$ cat src/rtl/rtl_settings_pkg.sv
// rtl/rtl_settings_pkg.sv - shared AMM geometry, compare command type and address helper
package rtl_settings_pkg;

    localparam int    ADDR_W      = 32;
    localparam int    DATA_W      = 32;
    localparam int    DATA_B_W    = DATA_W / 8;
    localparam int    ADDR_B_W    = $clog2(DATA_B_W);
    localparam int    AMM_BURST_W = 8;
    localparam string ADDR_TYPE   = "BYTE";

    typedef enum logic [1:0] {
        MODE_FIXED,
        MODE_INCR,
        MODE_RANDOM
    } data_mode_t;

    typedef struct packed {
        logic [ADDR_W-1:0]      start_addr;
        logic [AMM_BURST_W-1:0] words_count;
        logic [ADDR_B_W-1:0]    start_off;
        logic [ADDR_B_W-1:0]    end_off;
        logic [7:0]             data_ptrn;
        data_mode_t             data_mode;
    } cmp_struct_t;

    typedef enum logic {
        ST_IDLE,
        ST_REQ
    } rd_state_t;

    // Byte-addressed slaves expect word-aligned burst starts.
    function automatic logic [ADDR_W-1:0] amm_word_addr(input logic [ADDR_W-1:0] addr);
        if (ADDR_TYPE == "BYTE")
            return {addr[ADDR_W-1:ADDR_B_W], {ADDR_B_W{1'b0}}};
        else
            return addr;
    endfunction

endpackage

$ cat src/rtl/fifo.sv
// rtl/fifo.sv - show-ahead synchronous FIFO, depth 2**AWIDTH, with synchronous clear
module fifo #(
    parameter int DWIDTH = 8,
    parameter int AWIDTH = 2
) (
    input  logic              clk_i,
    input  logic              rst_i,
    input  logic              srst_i,
    input  logic [DWIDTH-1:0] data_i,
    input  logic              wrreq_i,
    input  logic              rdreq_i,
    output logic [DWIDTH-1:0] q_o,
    output logic              empty_o
);

    localparam int DEPTH = 2 ** AWIDTH;

    logic [DWIDTH-1:0] mem_q [DEPTH];
    logic [AWIDTH-1:0] wr_ptr_q;
    logic [AWIDTH-1:0] rd_ptr_q;
    logic [AWIDTH:0]   cnt_q;
    logic              full;
    logic              do_wr;
    logic              do_rd;

    assign full    = (cnt_q == (AWIDTH+1)'(DEPTH));
    assign empty_o = (cnt_q == '0);
    assign do_wr   = wrreq_i && !full;
    assign do_rd   = rdreq_i && !empty_o;
    assign q_o     = mem_q[rd_ptr_q];

    always_ff @(posedge clk_i) begin
        if (do_wr)
            mem_q[wr_ptr_q] <= data_i;
    end

    always_ff @(posedge clk_i or posedge rst_i) begin
        if (rst_i) begin
            wr_ptr_q <= '0;
            rd_ptr_q <= '0;
            cnt_q    <= '0;
        end else if (srst_i) begin
            wr_ptr_q <= '0;
            rd_ptr_q <= '0;
            cnt_q    <= '0;
        end else begin
            if (do_wr)
                wr_ptr_q <= wr_ptr_q + AWIDTH'(1);
            if (do_rd)
                rd_ptr_q <= rd_ptr_q + AWIDTH'(1);
            if (do_wr && !do_rd)
                cnt_q <= cnt_q + (AWIDTH+1)'(1);
            else if (do_rd && !do_wr)
                cnt_q <= cnt_q - (AWIDTH+1)'(1);
        end
    end

endmodule

$ cat src/rtl/read_request_block.sv
// rtl/read_request_block.sv - issues AMM read bursts and tracks outstanding bursts by returned beats
module read_request_block
    import rtl_settings_pkg::*;
#(
    parameter int MAX_OUTST = 4
) (
    input  logic                   clk_i,
    input  logic                   rst_i,
    input  logic                   start_test_i,
    input  logic                   cmd_valid_i,
    output logic                   cmd_ready_o,
    input  cmp_struct_t            cmd_struct_i,
    output logic [ADDR_W-1:0]      address_o,
    output logic                   read_o,
    output logic [AMM_BURST_W-1:0] burstcount_o,
    output logic [DATA_B_W-1:0]    byteenable_o,
    input  logic                   waitrequest_i,
    input  logic                   readdatavalid_i,
    output logic                   cmp_en_o,
    output cmp_struct_t            cmp_struct_o,
    output logic                   rd_busy_o
);

    localparam int CNT_W = $clog2(MAX_OUTST + 1);
    localparam int Q_AW  = $clog2(MAX_OUTST);

    rd_state_t              state_q, state_d;
    cmp_struct_t            cmd_q;
    logic [ADDR_W-1:0]      addr_q;
    logic [AMM_BURST_W-1:0] burst_q;
    logic [CNT_W-1:0]       outst_q, outst_d;
    logic [AMM_BURST_W-1:0] beat_q, beat_d;
    logic                   busy_q;

    logic                   cmd_acc;
    logic                   amm_acc;
    logic                   rdv_ok;
    logic                   last_beat;
    logic [AMM_BURST_W-1:0] head_len;
    logic                   len_empty;

    assign cmd_ready_o  = (state_q == ST_IDLE) && (outst_q < CNT_W'(MAX_OUTST));
    assign cmd_acc      = cmd_valid_i && cmd_ready_o;
    assign read_o       = (state_q == ST_REQ);
    assign amm_acc      = read_o && !waitrequest_i;
    assign cmp_en_o     = amm_acc;
    assign cmp_struct_o = cmd_q;
    assign address_o    = addr_q;
    assign burstcount_o = burst_q;
    assign byteenable_o = '1;
    assign rd_busy_o    = busy_q;

    // Beats arriving with nothing queued are stray and must not advance tracking.
    assign rdv_ok    = readdatavalid_i && !len_empty;
    assign last_beat = rdv_ok && ((beat_q + AMM_BURST_W'(1)) == head_len);

    fifo #(
        .DWIDTH (AMM_BURST_W),
        .AWIDTH (Q_AW)
    ) u_len_fifo (
        .clk_i   (clk_i),
        .rst_i   (rst_i),
        .srst_i  (start_test_i),
        .data_i  (burst_q),
        .wrreq_i (amm_acc),
        .rdreq_i (last_beat),
        .q_o     (head_len),
        .empty_o (len_empty)
    );

    always_comb begin
        state_d = state_q;
        case (state_q)
            ST_IDLE: if (cmd_acc) state_d = ST_REQ;
            ST_REQ:  if (!waitrequest_i) state_d = ST_IDLE;
            default: state_d = ST_IDLE;
        endcase
        if (start_test_i)
            state_d = ST_IDLE;
    end

    always_comb begin
        beat_d  = beat_q;
        outst_d = outst_q;
        if (rdv_ok)
            beat_d = last_beat ? '0 : beat_q + AMM_BURST_W'(1);
        case ({amm_acc, last_beat})
            2'b10:   outst_d = outst_q + CNT_W'(1);
            2'b01:   outst_d = outst_q - CNT_W'(1);
            default: outst_d = outst_q;
        endcase
        if (start_test_i) begin
            beat_d  = '0;
            outst_d = '0;
        end
    end

    always_ff @(posedge clk_i or posedge rst_i) begin
        if (rst_i) begin
            state_q <= ST_IDLE;
            outst_q <= '0;
            beat_q  <= '0;
            busy_q  <= 1'b0;
            cmd_q   <= '0;
            addr_q  <= '0;
            burst_q <= '0;
        end else begin
            state_q <= state_d;
            outst_q <= outst_d;
            beat_q  <= beat_d;
            busy_q  <= (state_d == ST_REQ) || (outst_d != '0);
            if (cmd_acc) begin
                cmd_q   <= cmd_struct_i;
                addr_q  <= amm_word_addr(cmd_struct_i.start_addr);
                burst_q <= cmd_struct_i.words_count + AMM_BURST_W'(1);
            end
        end
    end

endmodule

$ cat config.mk
export PLATFORM = sky130hd
export DESIGN_NAME = read_request_block
export DESIGN_NICKNAME = d
export VERILOG_FILES = /design/src/rtl/rtl_settings_pkg.sv /design/src/rtl/fifo.sv /design/src/rtl/read_request_block.sv
export SDC_FILE = /design/constraint.sdc
export NUM_CORES = 1
export LEC_CHECK = 0
export CAP_MARGIN = 5
export CORE_MARGIN = 5
export CORE_UTILIZATION = 47
export DETAILED_ROUTE_END_ITERATION = 10
export GPL_ROUTABILITY_DRIVEN = 0
export PLACE_DENSITY_LB_ADDON = 0.15
export SETUP_SLACK_MARGIN = 0.1
export SYNTH_ARGS = -nofsm -noshare
export SYNTH_HDL_FRONTEND = slang
export SYNTH_SLANG_ARGS = --single-unit
export TNS_END_PERCENT = 10
$ cat constraint.sdc
create_clock -name clk_i -period 4.7 [get_ports clk_i]
set_input_delay 1.175 -clock clk_i [delete_from_list [all_inputs] [get_ports clk_i]]
set_output_delay 1.175 -clock clk_i [all_outputs]
set_load 0.1 [all_outputs]
==> flow_summary.ini <==
; flow metrics
[clock_network]
cts_resized = 0
htree_levels = 4
tritoncts = yes
hold_buffers = 0

[sta]
max_freq_ghz = 0.2435
setup_tns_ps = 0
rsz0062_at_grt = false
post-route-period-util_pct = 87.39
hold_violations = 0
finalCriticalPeriod_ps = 4107
max_slew.worst_pin.slew_ps = 1065

[cells_and_area]
area_growth_pct = 37.77
layout-drive-gt1-share_pct = 7.595
lay_top_cells = nand2_1, clkdlybuf4s50_1, dfrtp_1

[global_route]
use_met3_pct = 9.158
met1_usage_pct = 23.20
grt_first_pass_wirelength_mm = 19.80
grtUsageMet2_pct = 31.33
antenna_found_initial = 0
grt-ovfl-total = 0
grt_pass1_vias = 3963

[flow_run]
drv_cap = 0
warnings = 29

[hold_path]
whs_path_depth = 2
holdCritPathClass = flop to flop
hold_path.startpoint = cmp_struct_o[8]$_DFFE_PP0P_

[floorplanning]
die_y_microns = 115.3
dieArea_sq_mm = 0.01330
floorplan.core_util_pct = 48.10
die_w_microns = 115.3

[critical_path]
arrival_ps = 4480
crit_family = simple AND/OR/NAND/NOR gates
required_ps = 5080
critPathKind = flop to flop
crit_slowest_cell = mux4_1
crit_buf_inv = 1

[detailed_routing]
viasPerCell = 4.912
wl_per_cell_microns = 15.85
wl_met1_mm = 4.874
dr_wl_met2_mm = 6.269
postRouteAntennaNets = 0
drt_pass1_iterations = 4
dr.max_layer_used = met4
wl_met3_microns = 925

[place]
place_ws_ps = 554.0

[pwr]
comb-power_mw = 1.25
power_leader = combinational logic
internal-power_mw = 2.093
p_sw_mw = 1.558
p_per_area_mw_per_mm2 = 508.3

[yosys]
ys_cells = 495
synth-edff-count = 32
synth_area_per_cell_sq_um = 10.53
synth_seq_share_pct = 57.79
ys_sh_xor_pct = 3.984
simple_gate_share_pct = 18.89
ys.flop_type = dfrtp_1
synthesis.area_sq_mm = 0.005214
ys_sh_aoi_pct = 3.840
syn_inst = 495
synthTopLogicFamily = simple AND/OR/NAND/NOR gates

[outcome]
status = finished clean
[flip-flops by register name, indices dropped and copies added, names as in the netlist]
signal	count
u_len_fifo.rd_ptr_q	2
u_len_fifo.cnt_q	3
u_len_fifo.mem_q	32
beat_q	8
cmp_struct_o	54
burstcount_o	8
u_len_fifo.wr_ptr_q	2
read_o	1
rd_busy_o	1
outst_q	3
[synth_stat cells, drive strengths merged, types with 2 or more instances]
| cell type | instances | area share [%] |
|---|---|---|
| a31oi | 2 | 0.24 |
| a21oi | 11 | 1.1 |
| xor2 | 5 | 0.84 |
| inv | 9 | 0.65 |
| nor2 | 17 | 1.2 |
| nand3 | 9 | 0.86 |
| mux4 | 8 | 4.0 |
| nand2b | 2 | 0.24 |
| clkbuf | 15 | 1.1 |
| fa | 2 | 0.77 |
| buf | 43 | 6.0 |
| conb | 2 | 0.14 |
| nor3 | 5 | 0.48 |
| nor2b | 3 | 0.36 |
| mux2i | 3 | 0.58 |
| o21ai | 9 | 0.86 |
| edfxtp | 32 | 18 |
| nor4 | 2 | 0.24 |
| mux2 | 3 | 0.65 |
| and2 | 6 | 0.74 |
| nand2 | 184 | 13 |
| or4 | 2 | 0.29 |
| xnor2 | 11 | 1.8 |
| or3 | 5 | 0.62 |
| xnor3 | 3 | 1.3 |
| a2bb2oi | 4 | 0.67 |
| and3 | 2 | 0.24 |
| ha | 7 | 1.7 |
| dfrtp | 82 | 39 |
[cells by family after synthesis]
kind of cell	count (synthesis)
and+or+nand+nor	239
DFF	114
buffers and inverters	67
AOI/OAI and AO/OA	31
xor gates and xnor gates	19
muxes	14
adders and majority gates	9
other	2
[tightest hold or removal path: stages, from the launching register on]
cell and delay (ps):
dfrtp_1 340, nand2_1 50, nand2_1 50
[worst max-delay path by stage]
stage	slack, ps	depth (start not counted)	startpoint	to
2_1_floorplan	1160	13	u_len_fifo.rd_ptr_q[0]$_DFFE_PP0P_	rd_busy_o$_DFF_PP0_
6_report	590	10	u_len_fifo.rd_ptr_q[0]$_DFFE_PP0P_	rd_busy_o$_DFF_PP0_
5_1_grt	360	10	u_len_fifo.rd_ptr_q[0]$_DFFE_PP0P_	rd_busy_o$_DFF_PP0_
4_1_cts	510	10	u_len_fifo.rd_ptr_q[0]$_DFFE_PP0P_	rd_busy_o$_DFF_PP0_
3_3_place_gp	670	10	u_len_fifo.rd_ptr_q[0]$_DFFE_PP0P_	rd_busy_o$_DFF_PP0_
3_5_place_dp	550	10	u_len_fifo.rd_ptr_q[0]$_DFFE_PP0P_	rd_busy_o$_DFF_PP0_
[cell type report]
cell class,count,area (sq um),area share [%]
well taps,140,175.2,2.439
inverters,9,35.03,0.4877
multi-input cells,318,1817,25.29
flip-flops and latches,114,3013,41.94
clock buffers,17,414.1,5.766
repair buffers,159,1579,21.98
clock inverters,15,150.1,2.090
[through the flow]
step | instances | utilization [%] | cell area [sq um]
2_1_floorplan | 499 | - | 5229
3_3_place_gp | 740 | 61.06 | 6619
3_5_place_dp | 740 | 61.06 | 6619
4_1_cts | 772 | 66.26 | 7183
5_1_grt | 772 | 66.26 | 7183
6_report | 772 | 66.26 | 7183
**Clock network drawn from the DEF**

The bar under the picture is 20 microns long.
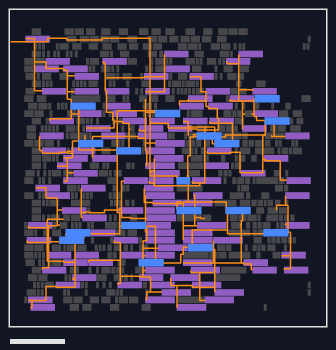
[blue] cells driving clock nets | count: 17
[orange] clock wires | length: 1560 microns
[purple] flip-flops | count: 114
flops lie: spread over the die
Clk. pwr: 1.22 mW
worst-skew pair later-pin latency: 520 ps
Clk pwr share: 33.4%
Worst Clk Skew: 13.36 ps

**Placement by cell class**

The bar under the picture is 20 microns long.
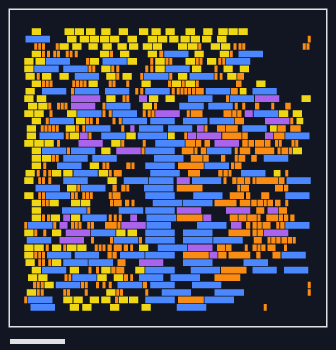
| colour | class | cells |
|---|---|---|
| purple | clock drivers and dummy loads | 32 |
| blue | flip-flops | 114 |
| yellow | other buffers and delay cells | 159 |
| orange | all other logic | 327 |
design area: 0.007183 sq mm
row count: 38
fraction of area in registers: 41.94%
fin util: 66.26%
Core Area: 0.01084 sq mm

Power and IR drop assume default switching activity.
